==> config.mk <==
export PLATFORM = sky130hd
export DESIGN_NAME = lsu_ctrl
export DESIGN_NICKNAME = d
export VERILOG_FILES = /design/src/rtl/lsu_pkg.sv /design/src/rtl/lsu_assemble.sv /design/src/rtl/lsu_ctrl.sv
export SDC_FILE = /design/constraint.sdc
export NUM_CORES = 1
export LEC_CHECK = 0
export ABC_CLOCK_PERIOD_IN_PS = 3800
export CORE_ASPECT_RATIO = 0.75
export CORE_MARGIN = 4
export CORE_UTILIZATION = 47
export CTS_CLUSTER_DIAMETER = 60
export DETAILED_ROUTE_END_ITERATION = 16
export PLACE_DENSITY = 0.8
export SKIP_LAST_GASP = 1
export SYNTH_ARGS = -nofsm -noshare
export SYNTH_HDL_FRONTEND = slang
export SYNTH_SLANG_ARGS = --single-unit
==> constraint.sdc <==
create_clock -name clk -period 3.8 [get_ports clk]
set_clock_uncertainty 0.15 [all_clocks]
set_input_delay 0.95 -clock clk [delete_from_list [all_inputs] [get_ports clk]]
set_output_delay 0.95 -clock clk [all_outputs]
set_load 0.01 [all_outputs]
**The metal 3 layer**

Drawn at 2 px/um.
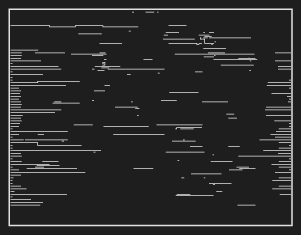
164 nets have wire on it. The wires run mostly horizontal. The layer carries 1650 um of wire.
met3 global-route usage: 6.75%
number of vias in the routed layout: 6295
Total Routed Length: 20100 um

**Cell sizes after repair**

Drawn at 3 px/um.
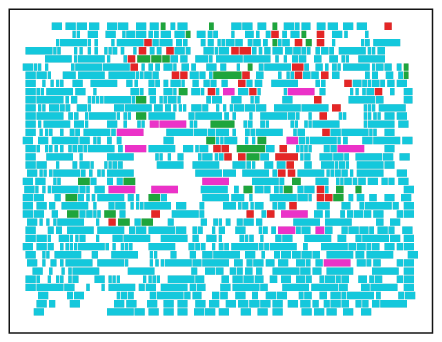
Key: drive 6 and up = magenta [cells 15, share 1.6%]; drive 1 or less = cyan [cells 867, share 90%]; drive 2 = green [cells 36, share 3.7%]; drive 3 to 4 = red [cells 44, share 4.6%]
post-route setup slack: 0.119 ns
post-route standard cell area excluding fillers: 8860 um2
P&R area growth vs syn: 43.1%

**Logic cells by family**

Drawn at 3 px/um.
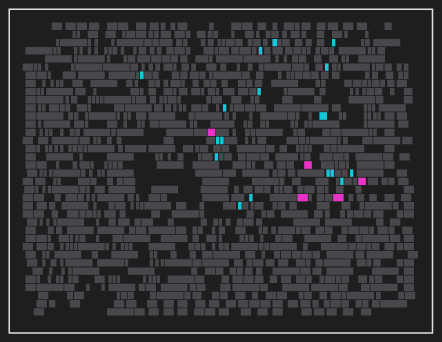
Key: AND-OR and OR-AND gates = magenta [cells 5]; inverters = cyan [cells 17]
share of cell area taken by multi-input logic gates: 37.0%
non-filler cells, final: 1133
most common library cell in the layout ignoring fill and taps: sky130_fd_sc_hd__nand2_1

**Routing congestion**

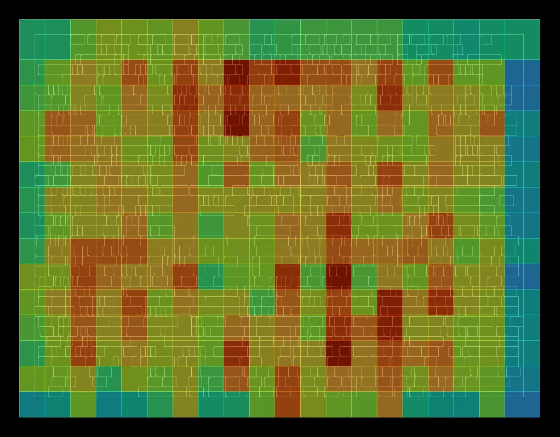
Global Route met2 Usage: 39.3%
global-route usage over all layers: 26.2%
DR WL/cell: 17.7 um
end-of-flow core utilization: 68.6%

**Met2 routing**

Drawn at 2 px/um. Cells faint in the background.
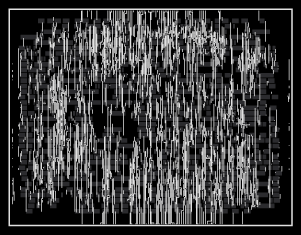
The wires run mostly vertical. 820 nets have wire on it. The layer carries 8870 um of wire.

==> metrics.sh <==
STATUS='finished, final reports clean'
IO_PINS=206
GP_CONGESTION=0.897
CLOCK_LATENCY_NS=0.35
CLOCK-SINKS=108
DRT_ITER0_DRC=583
ANT_NETS=0
SYN-INSTANCE-COUNT=748
SEQ_AREA_SHARE_PCT=30.5
AREA_DOMINANT_CLASS='combinational gates'
FIRST_PASS_GRT_WIRE_LENGTH_UM=31800
WORST-ENDPOINT-REQUIRED_NS=2.70
LARGEST_AREA_CELL='sky130_fd_sc_hd__dfrtp_1'
CHIP_AREA_UM2=15100
NON_CLOCK_INVERTER_COUNT=17
YOSYS.STAT.CHIPAREA_UM2=6190
FP_NETS=863
CLK_TRANSITION_REPORTED_PATHS_NS=0.07
POWER.IR.VDD_WORST_mV=0.449
YOSYS-MUX-AREA-FRACTION_PCT=1.94
PATH_DEPTH=6
POWERDENSITY_nW_PER_UM2=754
CTS_MAX_LEVEL=3
R2R_SLACK_NS=0.84
PATH_MAX_FANOUT=38
WORST_HOLD_PATH_TYPE='flip-flop to flip-flop'
FINAL-SETUP-VIOL-COUNT=0
COMB_POWER_mW=3.67
TIMING.HOLD.WS_NS=0.322
GRT_SETUP_UNREPAIRED='yes'
CTS_INSERTED_BUFFERS=9
GLOBALROUTEMET1UTIL_PCT=37.9
YOSYSCELLCOUNT=748
DIE-HEIGHT_UM=107
CRIT_SLOWEST_CELL='sky130_fd_sc_hd__clkdlybuf4s50_1'
FINAL.FILL_COUNT=1088
MAX_CAP_VIOLATIONS=0
SWITCHINGPOWER_mW=2.96
SIMPLE_GATE_AREA_SHARE_PCT=29.4
NETLIST_TOP_CELLS_COUNT='sky130_fd_sc_hd__nand2_1, sky130_fd_sc_hd__dfrtp_1, sky130_fd_sc_hd__o21ai_0'
SEQUENTIAL_CELL_AREA_UM2=2710
WORST_STAGE_DELAY_ON_THE_CRITICAL_PATH_NS=0.59
HIGHEST-SIGNAL-LAYER='met4'
ROWS=36
COMB_AREA_UM2=3280
WORST-SETUP-PATH-TYPE='flip-flop to output pin'
WORST_PATH_DOMINANT_CELL_FAMILY='buffers and inverters'
POWER.STATIC_LEAKAGE_nW=4.00
